### src/rtl/fifo_rd_ctrl.sv
`timescale 1ns/1ps
// fifo_rd_ctrl: read-side controller of the dual-clock FIFO.
//
// The block owns the read pointer (binary and Gray) and drives the storage
// read address. It produces a registered empty flag and a sticky underflow
// flag. It also brings the write domain's Gray pointer into r_clk through a
// plain flop chain.
//
// Parameters:
//   ADDR_WIDTH   storage address width; depth = 2**ADDR_WIDTH, pointers are
//                ADDR_WIDTH+1 bits wide (the extra bit is the wrap bit)
//   SYNC_STAGES  write-pointer synchronizer depth, 2 or 3
//
// Ports:
//   r_clk        read clock, rising edge
//   r_rst        asynchronous active-high reset
//   r_inc        read request; pops when r_empty is low
//   wptr_gray    Gray write pointer from the write domain (asynchronous)
//   rd_addr      storage read address (low bits of the binary read pointer)
//   rptr_gray    registered Gray read pointer, sent to the write domain
//   r_empty      registered empty flag
//   r_underflow  sticky flag, set by a read request while empty
//   r_level      (FIFO_RD_LEVEL_EN only) registered occupancy seen from r_clk
//
// Optional feature macro: FIFO_RD_LEVEL_EN adds the r_level output.

module fifo_rd_ctrl #(
    parameter int unsigned ADDR_WIDTH  = 3,
    parameter int unsigned SYNC_STAGES = 2
) (
    input  logic                  r_clk,
    input  logic                  r_rst,
    input  logic                  r_inc,
    input  logic [ADDR_WIDTH:0]   wptr_gray,
    output logic [ADDR_WIDTH-1:0] rd_addr,
    output logic [ADDR_WIDTH:0]   rptr_gray,
    output logic                  r_empty,
`ifdef FIFO_RD_LEVEL_EN
    output logic [ADDR_WIDTH:0]   r_level,
`endif
    output logic                  r_underflow
);

    localparam int unsigned PW = ADDR_WIDTH + 1;

    logic [PW-1:0] sync_q [SYNC_STAGES];
    logic [PW-1:0] wq_wptr;
    logic [PW-1:0] rptr_bin;
    logic [PW-1:0] rbin_next;
    logic [PW-1:0] rgray_next;
    logic          pop;

    // Write-pointer synchronizer: a bare flop chain with nothing between stages.
    always_ff @(posedge r_clk or posedge r_rst) begin
        if (r_rst) begin
            for (int unsigned i = 0; i < SYNC_STAGES; i++) begin
                sync_q[i] <= '0;
            end
        end else begin
            sync_q[0] <= wptr_gray;
            for (int unsigned i = 1; i < SYNC_STAGES; i++) begin
                sync_q[i] <= sync_q[i-1];
            end
        end
    end

    assign wq_wptr = sync_q[SYNC_STAGES-1];

    // Next-pointer logic; a request while empty leaves the pointers unchanged.
    always_comb begin
        pop        = r_inc & ~r_empty;
        rbin_next  = rptr_bin + PW'(pop);
        rgray_next = rbin_next ^ (rbin_next >> 1);
    end

    // Pointer, empty and underflow registers. Empty looks ahead at rgray_next
    // so the flag is correct on the cycle right after the last pop.
    always_ff @(posedge r_clk or posedge r_rst) begin
        if (r_rst) begin
            rptr_bin    <= '0;
            rptr_gray   <= '0;
            r_empty     <= 1'b1;
            r_underflow <= 1'b0;
        end else begin
            rptr_bin    <= rbin_next;
            rptr_gray   <= rgray_next;
            r_empty     <= (rgray_next == wq_wptr);
            r_underflow <= r_underflow | (r_inc & r_empty);
        end
    end

    assign rd_addr = rptr_bin[ADDR_WIDTH-1:0];

`ifdef FIFO_RD_LEVEL_EN
    // Gray to binary: each binary bit is the XOR of all Gray bits at or above it.
    function automatic logic [PW-1:0] gray2bin(input logic [PW-1:0] g);
        logic [PW-1:0] b;
        b[PW-1] = g[PW-1];
        for (int i = int'(PW) - 2; i >= 0; i--) begin
            b[i] = b[i+1] ^ g[i];
        end
        return b;
    endfunction

    // Occupancy from the synchronized write pointer; zero exactly when empty.
    always_ff @(posedge r_clk or posedge r_rst) begin
        if (r_rst) begin
            r_level <= '0;
        end else begin
            r_level <= gray2bin(wq_wptr) - rbin_next;
        end
    end
`endif

endmodule

### config.mk
export PLATFORM = sky130hd
export DESIGN_NAME = fifo_rd_ctrl
export DESIGN_NICKNAME = d
export VERILOG_FILES = /design/src/rtl/fifo_rd_ctrl.sv
export SDC_FILE = /design/constraint.sdc
export NUM_CORES = 1
export LEC_CHECK = 0
export ABC_AREA = 1
export CORE_MARGIN = 2
export CORE_UTILIZATION = 30
export CTS_CLUSTER_SIZE = 28
export DETAILED_ROUTE_END_ITERATION = 10
export HOLD_SLACK_MARGIN = 0.06
export PLACE_DENSITY_LB_ADDON = 0.05
export SYNTH_ARGS = -nofsm -noshare
export SYNTH_HDL_FRONTEND = slang
export SYNTH_SLANG_ARGS = --single-unit
### constraint.sdc
create_clock -name r_clk -period 4.2 [get_ports r_clk]
set_input_delay 0.42 -clock r_clk [delete_from_list [all_inputs] [get_ports r_clk]]
set_output_delay 0.42 -clock r_clk [all_outputs]
set_load 0.05 [all_outputs]
Figure 1. Clock distribution (run 1).
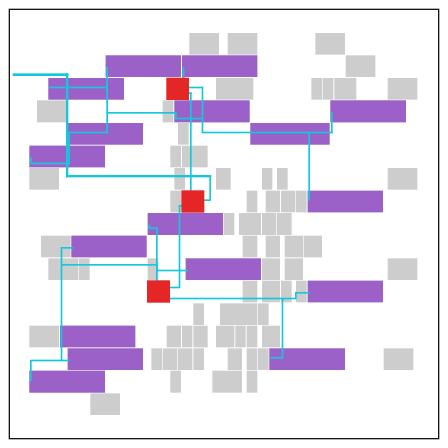
- purple: flip-flops (count 17)
- red: cells driving clock nets (count 3)
- cyan: clock wires (length 223 um)
- flops lie: all over the die
clock latency at the later pin of the worst-skew pair: 0.28 ns

Figure 2. Logic cells by family (run 1).
Bar = 20 um.
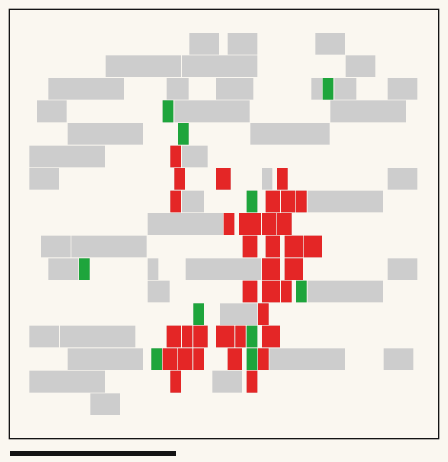
- red: NAND gates (cells 35; most used nand2_1)
- green: inverters (cells 10; most used inv_1)
multi-input gate share of the layout cell area: 0.244
Post-Layout Cell Count: 115

Figure 3. A small window of the routed layout (run 1).
Bar = 10 um. Window x 13 to 38, y 3 to 28 um. Cells in grey, sequential cells in the stronger grey; small squares are vias.
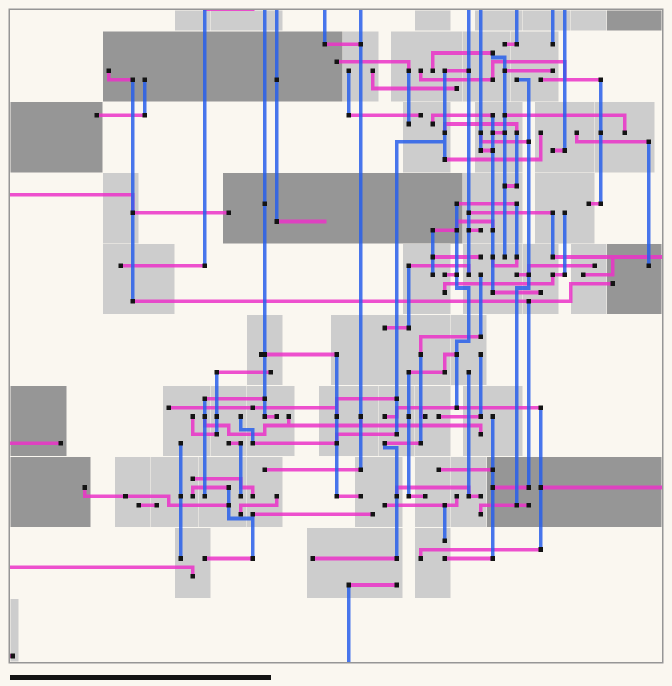
- magenta: met1
- blue: met2
- cells with their middle in the window: 39
- most frequent: nand3_1 (10), nand2_1 (9)
- netlist names of flops here include: `rptr_bin` (2), `wq_wptr` (1)
- sequential cells in the window: 3

Figure 4. Cell placement (run 1).
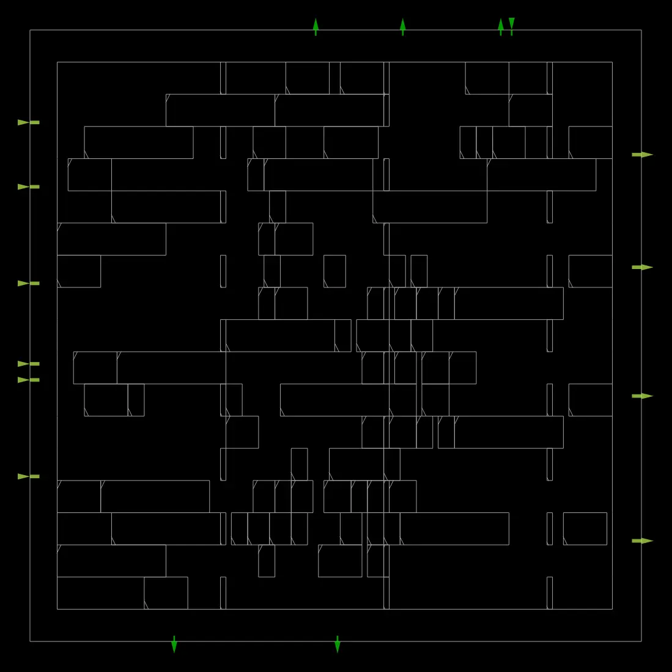
utilization after layout: 0.412
number of tap cells added at floorplan: 28
Fill cells: 220
fraction of standard cell area that is sequential: 0.478

==> commit_impl_results.txt, run 1 <==
Update PnR metrics after Yosys + OpenROAD run

- The run finished with clean final reports.
- Per Yosys stat, the portion of area used by sequential elements is 0.626.
- After layout, the minimum clock period comes to 2.05 ns.
- Per the post-synthesis report, the number of cells in the design is 68.
- For this sky-water flow run, the detailed-routed wirelength per cell is reported as 9.46 um.
- Worst Tran Pin Value: 0.631 ns
- Vias in the first global route: 457
* Critical path depth in cells: 1
- Fraction of registers with async set or reset after synthesis: 1.00
* Wire length of the first global-routing pass: 1890 um
- In this run the critical path is formed by clkdlybuf4s50_1.
* Clock buffers: 4
- The last timing report of the flow puts the setup violation total at 0.
* Dominant delay contributor by cell family on the critical path: buffers and inverters
- Flop2flop setup slack: 2.40 ns
- STA lists the startpoint of the worst hold path as sync_q[4].
- Area taken by multi-input logic gates: 218 um2
* Antenna diodes: 0
- The report puts the cell count of the worst reg-to-reg path at 8.
- Total buffers and inverters traversed by the critical path: 1
- The floorplan report gives the top-level pin count as 16.
- Measured on the final layout, buffering overhead outside the clock network stands at 0.168.
- Required time of the critical path: 3.78 ns
- In the synthesized netlist, the dominant kind of combinational cell is simple AND/OR/NAND/NOR gates.
- The type recorded for the worst min-delay path is flip-flop to flip-flop.
- Count of flip-flops and latches: 17
- Clock tree from TritonCTS: built
* Post-Synthesis Cell Area: 682 um2
* Die outline width: 51.7 um
- Number of warning messages in the logs: 26
- Most frequent logic cells in the routed design: sky130_fd_sc_hd__dfrtp_1 (16), sky130_fd_sc_hd__clkdlybuf4s50_1 (15), sky130_fd_sc_hd__nand2_1 (14)
* Number of max-slew violations in the final report: 0
- Cell count of the worst hold path: 0
* Peak fanout along the critical path: 3
- Mux share of post-synthesis cell area: 0
* Max-slew headroom: 0.579
* Primary flip-flop cell chosen by synthesis mapping: sky130_fd_sc_hd__dfrtp_1
- For reference, the placement row count at floorplan is 17.
- Total number of vias: 491
- Combinational gates: 41
- Type of origin of the critical path: flip-flop
- Largest stage delay on the critical path: 0.79 ns
- The cell-mix breakdown from Yosys lists the simple-gate area share as 0.259.
- The cell-mix breakdown from Yosys lists the adder-cell area share as 0.0367.
- STA shows the worst min-delay path finishing at wq_wptr[0].
* Timing startpoint of the critical path: r_empty
- Non-clock buffer count in the final layout: 15
- Critical path capture point: r_empty
- Total global routing track utilization: 0.102
- Dividing the final minimum period by the clock period gives 0.487.
- Final hold slack: 0.356 ns
[run 1: stage by stage]
step	instance area [um2]	instances	utilization	setup WS [ns]
6_report	893	115	0.412	2.15
5_1_grt	893	115	0.412	2.10
4_1_cts	893	115	0.412	2.14
3_5_place_dp	867	111	0.400	2.01
3_3_place_gp	867	111	0.400	2.02
2_1_floorplan	682	68	-	2.33
[run 1: metal layers]
layer	GRT usage	wire length, um	part of all wire	up-vias
met1	0.125	485	0.45	224
met5	0	0	0	-
met2	0.145	543	0.50	10
met3	0.0345	47	0.043	2
met4	0.0789	12	0.011	0
li1	-	-	-	255
==> run 2, diff against run 1 <==
==> constraint.sdc (replaced) <==
create_clock -name r_clk -period 1.7 [get_ports r_clk]
set_input_delay 0.17 -clock r_clk [delete_from_list [all_inputs] [get_ports r_clk]]
set_output_delay 0.17 -clock r_clk [all_outputs]
set_load 0.05 [all_outputs]
Figure 5. Routed metal per tile (run 2).
The die is cut into 10 by 10 equal tiles; black is low, pale yellow is high, scaled to the fullest tile. Values are wire area over tile area, all layers added.
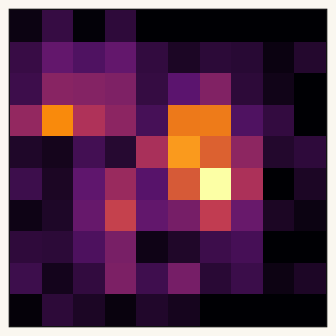
- tiles over half the peak: 9.0%
- nearly empty tiles: 17%
- mean over tiles: 0.070
detail-routed net length per standard cell: 9.70 um
total global routing track utilization: 0.107

Figure 6. A small window of the routed layout (run 2).
Bar = 10 um. Window x 13 to 38, y 3 to 28 um. Cells in grey, sequential cells in the stronger grey; small squares are vias.
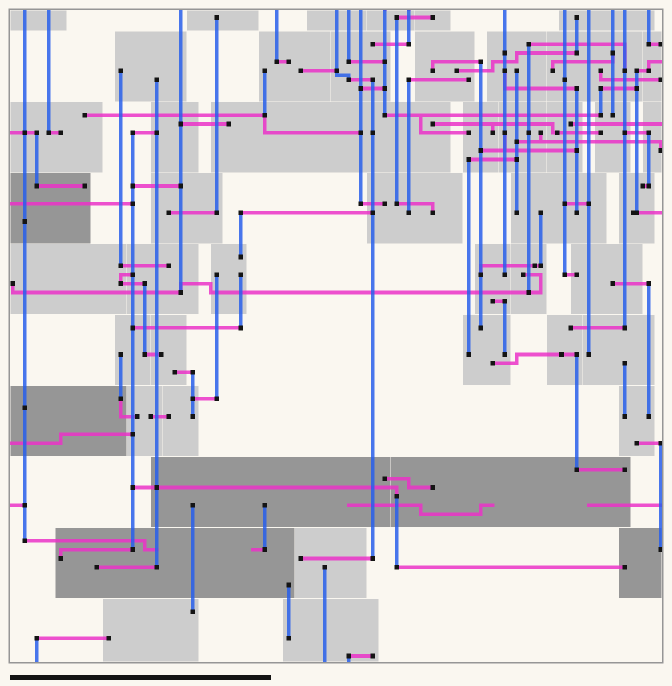
- magenta: met1
- blue: met2
- cells with their middle in the window: 38
- sequential cells in the window: 3
- most frequent: nand2_1 (8), inv_1 (6), buf_4 (6)

==> run 2 against run 1 <==
Against the previous run: die size is the same; worst setup slack got worse by 2.1 ns; highest routed layer unchanged; critical path depth rose by 8; largest cell class unchanged.
==> commit_impl_results.txt, run 2 <==
Update PnR metrics after Yosys + OpenROAD run

* Utilization after layout: 0.462 (+0.0502)
- Status: finished, final reports clean
- Share of post-route cells with drive strength above 1: 0.347
* Post-route met1 wirelength: 493 um (+1.6%)
* Total instance count after detailed placement: 116 (+4.5%)
- Seq share, synth: 0.626 (unchanged)
- The fraction of area in registers came to 0.426 (-0.0519).
* Antenna diodes: 0 (unchanged)
- CTS saw 17 sinks.
- Max-slew headroom: 0.665 (+0.0858)
- Total buffers and inverters traversed by the critical path: 1 (unchanged)
- The worst setup path is launched from a flip-flop.
* Post-route cell area: 0.00100 mm2 (+12%)
- The async set or reset register ratio after synthesis is 1.00 (unchanged).
- The logic depth of the worst register-to-register path is 9 (+1).
- The met3 wire length was 50 um (+6.4%).
- The area of placed instances is 917 um2 (+5.8%).
- Final Critical Period: 1.63 ns
* Total number of vias: 532 (+8.4%)
* Gate count of the mapped netlist: 68 (unchanged)
- Area share of buffers outside the clock network: 0.205 (+0.0367)
* Area taken by multi-input logic gates: 270 um2 (+24%)
- The setup slack after layout was 0.0737 ns (-2.08 ns).
* H-tree Lvls: 1
- Flop2flop setup slack: 0.07 ns (-2.33 ns)
* Worst Tran Pin Value: 0.502 ns (-0.129 ns)
* Clock buffers: 3 (-1)
- The cell area after synthesis is 682 um2 (unchanged).
- Dividing the final minimum period by the clock period gives 0.957.
- Clock latency at the later pin of the worst-skew pair: 0.28 ns (about the same)
- The via count of the first global-routing pass was 480 (+5.0%).
- For reference, the critical path is captured by r_empty.
- The setup slack at placement is -0.157 ns (-2.17 ns).
- The delay of the slowest cell on the worst path was 0.55 ns (-0.24 ns).
- Site Rows: 17 (unchanged)
* Final hold slack: 0.182 ns (-0.173 ns)
* Dominant delay contributor by cell family on the critical path: flip-flops
- Top post-synthesis cells by area: sky130_fd_sc_hd__dfrtp_1 (59%), sky130_fd_sc_hd__nand3_1 (9.5%), sky130_fd_sc_hd__nand2_1 (7.7%), sky130_fd_sc_hd__inv_1 (5.5%), sky130_fd_sc_hd__nand2_2 (4.6%)
- Top cell excl fill/tap: sky130_fd_sc_hd__dfrtp_1
- Number of warning messages in the logs: 28 (+7.7%)
- Fill cells: 220 (unchanged)
- The required time of the worst setup path was 1.92 ns (-1.86 ns).
- Die outline width: 51.7 um (unchanged)
- The wire length of the first global-routing pass came to 2010 um (+6.6%).
- Peak fanout along the critical path: 5 (+2)
* Multi-input gate share of the layout cell area: 0.270 (+0.0260)
- Timing startpoint of the critical path: r_empty
- Critical path cell sequence: nor2_2 -> ha_2 -> ha_4 -> xor2_2 -> inv_1 -> nand2_1 -> nand2_1 -> nand3_2 -> nor2_2
* Number of max-slew violations in the final report: 0 (unchanged)
* Most frequent logic cells in the routed design: sky130_fd_sc_hd__dfrtp_1 (16), sky130_fd_sc_hd__nand2_1 (12), sky130_fd_sc_hd__buf_4 (12)
* Metal2 WL: 637 um (+17%)
* Post-Layout Cell Count: 123 (+7.0%)
* Count of final setup violators: 0 (unchanged)
* Count of flip-flops and latches: 17 (unchanged)
Figure 7. Clock distribution (run 2).
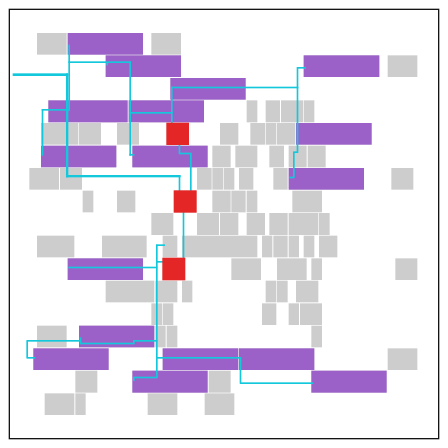
- purple: flip-flops (count 17)
- cyan: clock wires (length 205 um)
- red: cells driving clock nets (count 3)
- routed clock nets: 4
maximum clock skew at final layout: 0.00176 ns

==> run 2: cell counts after synthesis <==
Identical to the previous run, type by type.
==> run 2: timing repair <==
action	CTS	global route
hold buffers	0	0
gates resized	0	10
pin swaps	2	7
setup endpoints to repair	1	3
setup buffers	2	1
==> run 2: routing by layer <==
layer / global-route usage / up-vias
met1: 0.135 / 249
met4: 0.0658 / 0
met5: 0 / -
li1: - / 271
met3: 0.0316 / 2
met2: 0.160 / 10
==> run 2: kinds of logic after synthesis <==
group | count (synthesis) | share of synthesized area
buffers and inverters | 10 | 0.0551
XOR/XNOR | 1 | 0.0128
flip-flops | 17 | 0.626
adder cells (fa/ha/maj) | 2 | 0.0367
AND-OR/OR-AND | 1 | 0.0110
AND/OR/NAND/NOR | 37 | 0.259
